Figure 1. Supply network.
The bar under the picture is 10 um long. Pins as bars on the die edge.
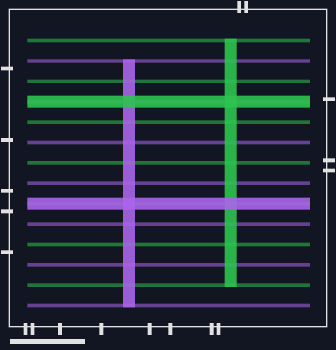
Figure 2. Placement by cell class.
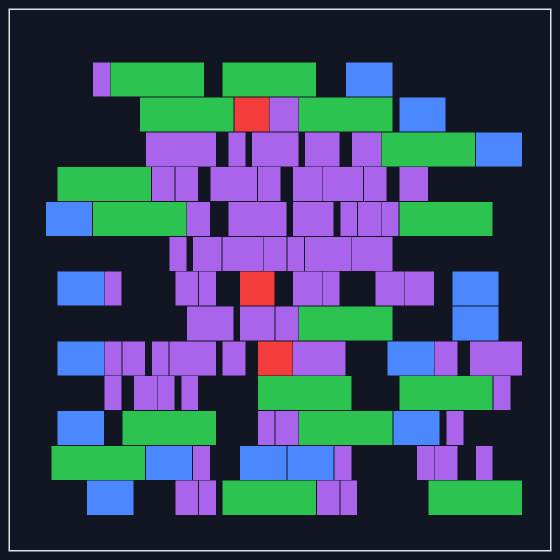
Figure 3. Clock network drawn from the DEF.
The bar under the picture is 10 um long.
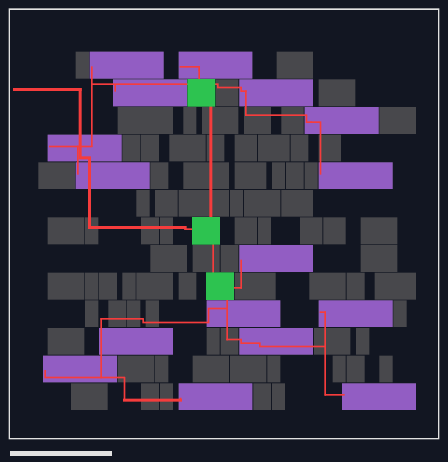
Figure 4. Metal layers overlaid.
The bar under the picture is 10 um long.
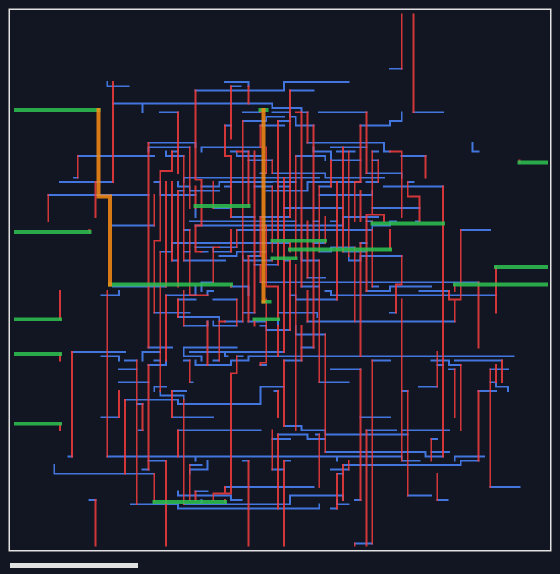
Figure 5. The clock network.
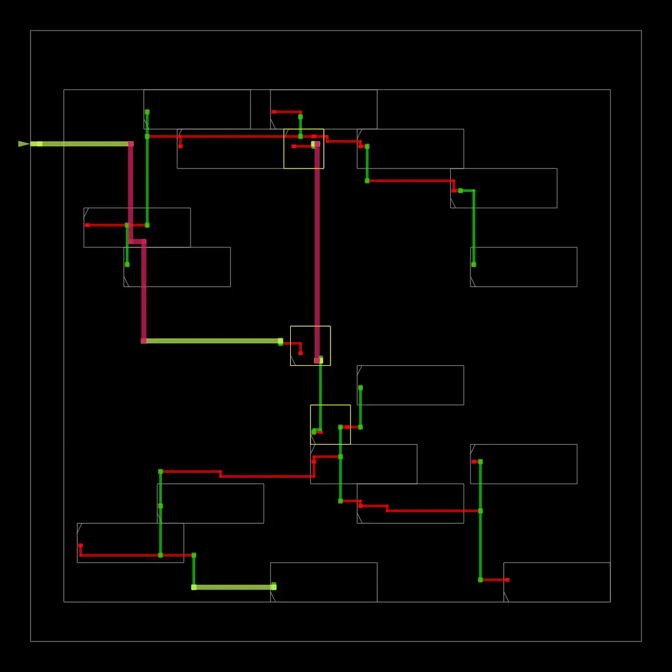
`src/rtl/tx_pkg.sv`:
```
// -----------------------------------------------------------------------------
// tx_pkg -- shared types and constants for the serial transmitter.
//
// Contents:
//   tx_state_t   : transmitter FSM state encoding
//   PAR_EVEN/ODD : parity type selector values
//   *_LEVEL      : serial line levels for idle, start and stop bits
//
// Optional feature macro: TX_PARITY_EN (adds the PARITY state).
// -----------------------------------------------------------------------------
package tx_pkg;

  typedef enum logic [2:0] {
    IDLE   = 3'd0,
    START  = 3'd1,
    DATA   = 3'd2,
    STOP   = 3'd3
`ifdef TX_PARITY_EN
    ,
    PARITY = 3'd4
`endif
  } tx_state_t;

  localparam logic PAR_EVEN    = 1'b0;
  localparam logic PAR_ODD     = 1'b1;

  localparam logic IDLE_LEVEL  = 1'b1;
  localparam logic START_LEVEL = 1'b0;
  localparam logic STOP_LEVEL  = 1'b1;

endpackage

```
`src/rtl/tx_parity_calc.sv`:
```
// -----------------------------------------------------------------------------
// tx_parity_calc -- combinational parity bit generator.
//
// Ports:
//   data    [DATA_WIDTH-1:0] in  : word whose bits are covered by the parity
//   par_typ                  in  : PAR_EVEN (0) or PAR_ODD (1)
//   parity                   out : bit that makes the total count of ones
//                                  even (PAR_EVEN) or odd (PAR_ODD)
// -----------------------------------------------------------------------------
module tx_parity_calc
  import tx_pkg::*;
#(
  parameter int DATA_WIDTH = 8
) (
  input  logic [DATA_WIDTH-1:0] data,
  input  logic                  par_typ,
  output logic                  parity
);

  // Reduction XOR is 1 when the word holds an odd number of ones; odd parity
  // inverts it.
  assign parity = (^data) ^ (par_typ == PAR_ODD);

endmodule

```
`src/rtl/tx_top.sv`:
```
// -----------------------------------------------------------------------------
// tx_top -- UART-style serial transmitter, one CLK period per bit.
//
// Frame on S_DATA: start (0), DATA_WIDTH data bits LSB first, optional
// parity bit, stop (1). The line idles high.
//
// Ports:
//   CLK        in  : clock, one period per bit time
//   RST        in  : synchronous active-high reset
//   PAR_EN     in  : 1 appends a parity bit (parity build only)
//   PAR_TYP    in  : 0 even parity, 1 odd parity (parity build only)
//   P_DATA     in  : parallel word to send
//   DATA_VALID in  : transmit request
//   S_DATA     out : registered serial line
//   BUSY       out : registered, high for every cycle of a frame
//   dbg_state  out : current FSM state, for observation only
//
// Handshake: a request is accepted on a CLK edge where the FSM is IDLE and
// DATA_VALID=1; P_DATA/PAR_EN/PAR_TYP are captured on that same edge. BUSY
// is the only back-pressure: DATA_VALID is ignored while BUSY=1 and nothing
// is queued. The start bit appears in the cycle right after the accepting
// edge, and BUSY drops for at least one cycle between frames.
//
// Optional feature macro: TX_PARITY_EN. Without it the PARITY state does not
// exist, PAR_EN/PAR_TYP are ignored and every frame is DATA_WIDTH+2 cycles.
// -----------------------------------------------------------------------------
module tx_top
  import tx_pkg::*;
#(
  parameter int DATA_WIDTH = 8
) (
  input  logic                  CLK,
  input  logic                  RST,
  input  logic                  PAR_EN,
  input  logic                  PAR_TYP,
  input  logic [DATA_WIDTH-1:0] P_DATA,
  input  logic                  DATA_VALID,
  output logic                  S_DATA,
  output logic                  BUSY,
  output tx_state_t             dbg_state
);

  localparam int CNT_W = (DATA_WIDTH > 1) ? $clog2(DATA_WIDTH) : 1;
  localparam logic [CNT_W-1:0] LAST_BIT = CNT_W'(DATA_WIDTH - 1);

  tx_state_t               state, next_state;
  logic [CNT_W-1:0]        bit_cnt, cnt_next;
  logic [DATA_WIDTH-1:0]   data_reg;
  logic                    load;
  logic                    s_data_next;
  logic                    busy_next;
  logic                    parity_bit;

`ifdef TX_PARITY_EN
  logic par_en_q;
  logic par_typ_q;

  tx_parity_calc #(.DATA_WIDTH(DATA_WIDTH)) u_parity (
    .data    (data_reg),
    .par_typ (par_typ_q),
    .parity  (parity_bit)
  );
`else
  // Parity is not part of this build: the calculator sees a constant type and
  // its result, along with the parity controls, goes nowhere.
  logic unused_cfg;

  tx_parity_calc #(.DATA_WIDTH(DATA_WIDTH)) u_parity (
    .data    (data_reg),
    .par_typ (PAR_EVEN),
    .parity  (parity_bit)
  );

  assign unused_cfg = PAR_EN ^ PAR_TYP ^ parity_bit;
`endif

  // ---------------------------------------------------------------------------
  // Next-state logic
  // ---------------------------------------------------------------------------
  always_comb begin
    next_state = state;
    cnt_next   = bit_cnt;
    load       = 1'b0;

    case (state)
      IDLE: begin
        if (DATA_VALID) begin
          next_state = START;
          load       = 1'b1;
        end
      end
      START: begin
        next_state = DATA;
        cnt_next   = '0;
      end
      DATA: begin
        if (bit_cnt == LAST_BIT) begin
`ifdef TX_PARITY_EN
          next_state = par_en_q ? PARITY : STOP;
`else
          next_state = STOP;
`endif
        end else begin
          cnt_next = bit_cnt + 1'b1;
        end
      end
`ifdef TX_PARITY_EN
      PARITY: begin
        next_state = STOP;
      end
`endif
      STOP: begin
        next_state = IDLE;
        cnt_next   = '0;
      end
      default: begin
        next_state = IDLE;
        cnt_next   = '0;
      end
    endcase
  end

  // ---------------------------------------------------------------------------
  // Output decode. The line and BUSY are registered, so they are decoded from
  // the state being entered; that puts the start bit on the line in the cycle
  // right after the accepting edge.
  // ---------------------------------------------------------------------------
  always_comb begin
    s_data_next = IDLE_LEVEL;
    busy_next   = 1'b1;

    case (next_state)
      IDLE: begin
        s_data_next = IDLE_LEVEL;
        busy_next   = 1'b0;
      end
      START:  s_data_next = START_LEVEL;
      DATA:   s_data_next = data_reg[cnt_next];
`ifdef TX_PARITY_EN
      PARITY: s_data_next = parity_bit;
`endif
      STOP:   s_data_next = STOP_LEVEL;
      default: begin
        s_data_next = IDLE_LEVEL;
        busy_next   = 1'b0;
      end
    endcase
  end

  // ---------------------------------------------------------------------------
  // State, counter, capture and output registers
  // ---------------------------------------------------------------------------
  always_ff @(posedge CLK) begin
    if (RST) begin
      state    <= IDLE;
      bit_cnt  <= '0;
      data_reg <= '0;
      S_DATA   <= IDLE_LEVEL;
      BUSY     <= 1'b0;
`ifdef TX_PARITY_EN
      par_en_q  <= 1'b0;
      par_typ_q <= PAR_EVEN;
`endif
    end else begin
      state   <= next_state;
      bit_cnt <= cnt_next;
      S_DATA  <= s_data_next;
      BUSY    <= busy_next;
      // Capture everything the frame needs so later input changes cannot
      // disturb the frame in flight.
      if (load) begin
        data_reg <= P_DATA;
`ifdef TX_PARITY_EN
        par_en_q  <= PAR_EN;
        par_typ_q <= PAR_TYP;
`endif
      end
    end
  end

  assign dbg_state = state;

endmodule

```
`config.mk`:
```
export PLATFORM = sky130hd
export DESIGN_NAME = tx_top
export DESIGN_NICKNAME = d
export VERILOG_FILES = /design/src/rtl/tx_pkg.sv /design/src/rtl/tx_parity_calc.sv /design/src/rtl/tx_top.sv
export SDC_FILE = /design/constraint.sdc
export NUM_CORES = 1
export LEC_CHECK = 0
export CORE_MARGIN = 2
export CORE_UTILIZATION = 50
export CTS_CLUSTER_SIZE = 24
export DETAILED_ROUTE_END_ITERATION = 8
export PLACE_DENSITY = 0.79
export REMOVE_ABC_BUFFERS = 1
export SYNTH_ARGS = -nofsm -noshare
export SYNTH_HDL_FRONTEND = slang
export SYNTH_SLANG_ARGS = --single-unit
export TNS_END_PERCENT = 20
```
`constraint.sdc`:
```
create_clock -name CLK -period 3.45 [get_ports CLK]
set_clock_uncertainty 0.15 [all_clocks]
set_input_delay 0.8625 -clock CLK [delete_from_list [all_inputs] [get_ports CLK]]
set_output_delay 0.8625 -clock CLK [all_outputs]
set_load 0.005 [all_outputs]
```
==> metrics.sh <==
FINALHOLDVIOLATIONS=0
POWER.STATIC_LEAKAGE_nW=0.3232
GP_CONGESTION=0.8092
REGISTER_AREA_UM2=320.3
MIN_PERIOD_NS=2.355
CTS.HTREE.LEVELS=1
DRT_ITER0_DRC=18
DESIGN.FINAL.NETS=113
CRITICAL_PATH_REQUIRED_NS=2.44
TIMING.CRITICAL_PATH.TO='dbg_state[1]'
MOST_COMMON_CELL='sky130_fd_sc_hd__nand2_1'
DRT_PRE_ANTENNA_ITERS=4
FINAL-MAX-SLEW-VIOLATION-COUNT=0
NUMBER_OF_SIGNAL_NET_BUFFERS_IN_THE_LAYOUT=15
AREA.GROWTH.SYNTH_TO_FINAL_PCT=21.31
PWR-SHARE-COMB=0.131
VIA_PER_INST=5.598
SYNTH-SEQ-CELLS=16
SETUP_VIOL_COUNT_FINAL=0
M2_GR_USAGE=0.3354
POWER_FRAC_SEQ=0.590
PATH_CELLS='clkdlybuf4s50_1'
RESIDUAL_OVERFLOW_FROM_GLOBAL_ROUTING=0
DRT-TOTAL-WL_UM=1471
POST_SYNTH.CELL_AREA_AVG_UM2=8.669
YS_TOP_CELLS_BY_COUNT='18 x sky130_fd_sc_hd__nand2_1, 16 x sky130_fd_sc_hd__dfxtp_1, 8 x sky130_fd_sc_hd__a21oi_1, 7 x sky130_fd_sc_hd__nor3_1'
FINAL.SIGNAL_INVERTER_COUNT=1
MET1_USAGE=0.2202
TCRIT_TCLK_FINAL=0.6826
SYNTH_CELL_TYPES=30
NUMBER_OF_CELLS_PRODUCED_BY_SYNTHESIS=84
GRT_START_MAX_NET_PINS=15
POST_CTS_HOLD_BUFFER_COUNT=0
GRTUSAGETOTAL=0.1868
DRV.MAX_CAP_VIOLATION_COUNT=0
SYNTH.YOSYS.SEQ_AREA_SHARE=0.4399
NUMBER_OF_GLOBAL_ROUTE_VIAS_BEFORE_REPAIR=589
FINAL_COMMON_CELL='sky130_fd_sc_hd__nand2_1'
LOGIC_FAMILY='simple AND/OR/NAND/NOR gates'
P_TOTAL_W=0.0003350
CLK_SHARE=0.02550
DPL.HPWL_UM=1036
MET3_ROUTING_RESOURCE_USAGE_AFTER_GLOBAL_ROUTING=0.02586
CRITICAL_PATH.N_BUFFERS_INVERTERS=1
WORSTMARGINPINSLEW_NS=0.5315
FMAXACHIEVABLE_MHz=424.6
CELLPOWERDENSITY_nW_PER_UM2=379.2
DR.MAX_LAYER_USED='met4'
TOP_POWER_GROUP='registers'
SEQUENTIALPOWER_W=0.000198
SYNTH-WARNING-COUNT=0
SYNTH_AREA_UM2=728.2
CRIT_TYPE='reg2out'
GRT_PASS1_WL_UM=2573
COMMONEST_FLOP='sky130_fd_sc_hd__dfxtp_1'
POST_SYNTH_MAIN_AREA_CONTRIBUTORS='sky130_fd_sc_hd__dfxtp_1 44%, sky130_fd_sc_hd__nand2_1 9.3%, sky130_fd_sc_hd__a21oi_1 5.5%, sky130_fd_sc_hd__nor3_1 4.8%, sky130_fd_sc_hd__buf_6 3.1%'
DETAIL_ROUTE.WIRELENGTH.MET1_UM=637
LOGIC_GATE_COUNT=62
ANTENNA_CELLS_INSERTED=0
PATH_DEPTH=1
GRT_ANTENNA_BEFORE_REPAIR=0
WL_MET3_UM=76
TAP_CELLS=15
CRIT_ARRIVAL_NS=1.34
CTS.REPORTEDPATHS.CLKPINSLEW_NS=0.09
FINAL_INSTANCE_COUNT_EXCL_FILLERS=112
SWITCHING_SHARE=0.2324
CPLARGESTDELAYFAMILY='buffers and inverters'
YOSYS_AREA_UM2=728.2
GRT_BUSIEST_LAYER='met2'
POST_CTS.RESIZED_INSTANCES=0
CRITICAL_PATH.STARTPOINT_TYPE='flip-flop'
CRIT-REG2REG-CAPTURE='S_DATA'
SYNTH-ADDER-AREA-SHARE=0.01718
AREA.SHARE.COMBINATIONAL=0.4164
WORST_HOLD_STARTPOINT='data_reg[4]'
POST-ROUTE-WORST-SETUP-SLACK_NS=1.095
SYNTHAOIAREAFRAC=0.1942
POST-ROUTE-DRC-COUNT=0
MAX_STAGE_DELAY_NS=0.56
CP-END-KIND='primary output'
FILL_CELLS=114
WARNINGS=27
SETUP_TOTAL_NEGATIVE_SLACK_NS=0
SETUP_SLACK_PLACEMENT_NS=1.097
CRIT_PATH_MAX_FANOUT=9
HOLD_SLACK_NS=0.3103
IO_PINS=18
TIMING.HOLD.WORST_ENDPOINT='data_reg[4]'
CP_SLOWEST_CELL='sky130_fd_sc_hd__clkdlybuf4s50_1'
MAX_SLEW_MARGIN=0.6446
FINAL-NONCLK-BUF-SHARE=0.1700
MAX_FFS_PER_REGISTER=8
CTS-ROOT-TO-SINK-BUFFERS=2
SYNTH_XOR_XNOR_AREA_SHARE=0.01203
UNREPAIRED_SETUP_ENDPOINTS_AFTER_GLOBAL_ROUTING='false'
RUN_STATUS='completed'
WORST-R2R-CELL-COUNT=5
HOLD_CRITICAL_PATH_DEPTH=2
LARGEST_AREA_CELL='sky130_fd_sc_hd__dfxtp_1'
Back to the opening pictures, Figure 1:
- green: VDD
- purple: VSS
- signal pins: 18
- rows: 13
IR drop worst, VDD: 0.1790 mV
x dimension of the die: 42.16 um

Back to the opening pictures, Figure 2:
- red: clock-net drivers (cells 3; share of their area 2.6%)
- blue: remaining buffers and delay cells (cells 15; share of their area 17%)
- green: registers (cells 16; share of their area 37%)
- purple: remaining logic cells (cells 63; share of their area 43%)
std cell rows: 13
placeable core area: 1334 um^2
end-of-flow core utilization: 0.6623
post-route design area: 883.3 um^2
sequential share of cell area: 0.3626

Back to the opening pictures, Figure 3:
- purple: flip-flops (count 16)
- green: clock-net drivers (count 3)
- red: clock wires (length 172 um)
- routed clock nets: 4
portion of total power attributed to the clock network: 0.279
insertion delay at the late pin of the worst-skew pair: 0.28 ns
power in the clock group: 0.0000934 W

Back to the opening pictures, Figure 4:
- blue: M1 (wire length 637 um)
- green: M3 (wire length 76.4 um)
- orange: M4 (wire length 29.5 um)
- red: M2 (wire length 728 um)
average wire per standard cell: 13.13 um
vias after detailed routing: 627

Back to the opening pictures, Figure 5:
number of buffers inserted during clock tree synthesis: 3
clock buffers: 3
clock sink count: 16

Power and IR drop assume default switching activity.
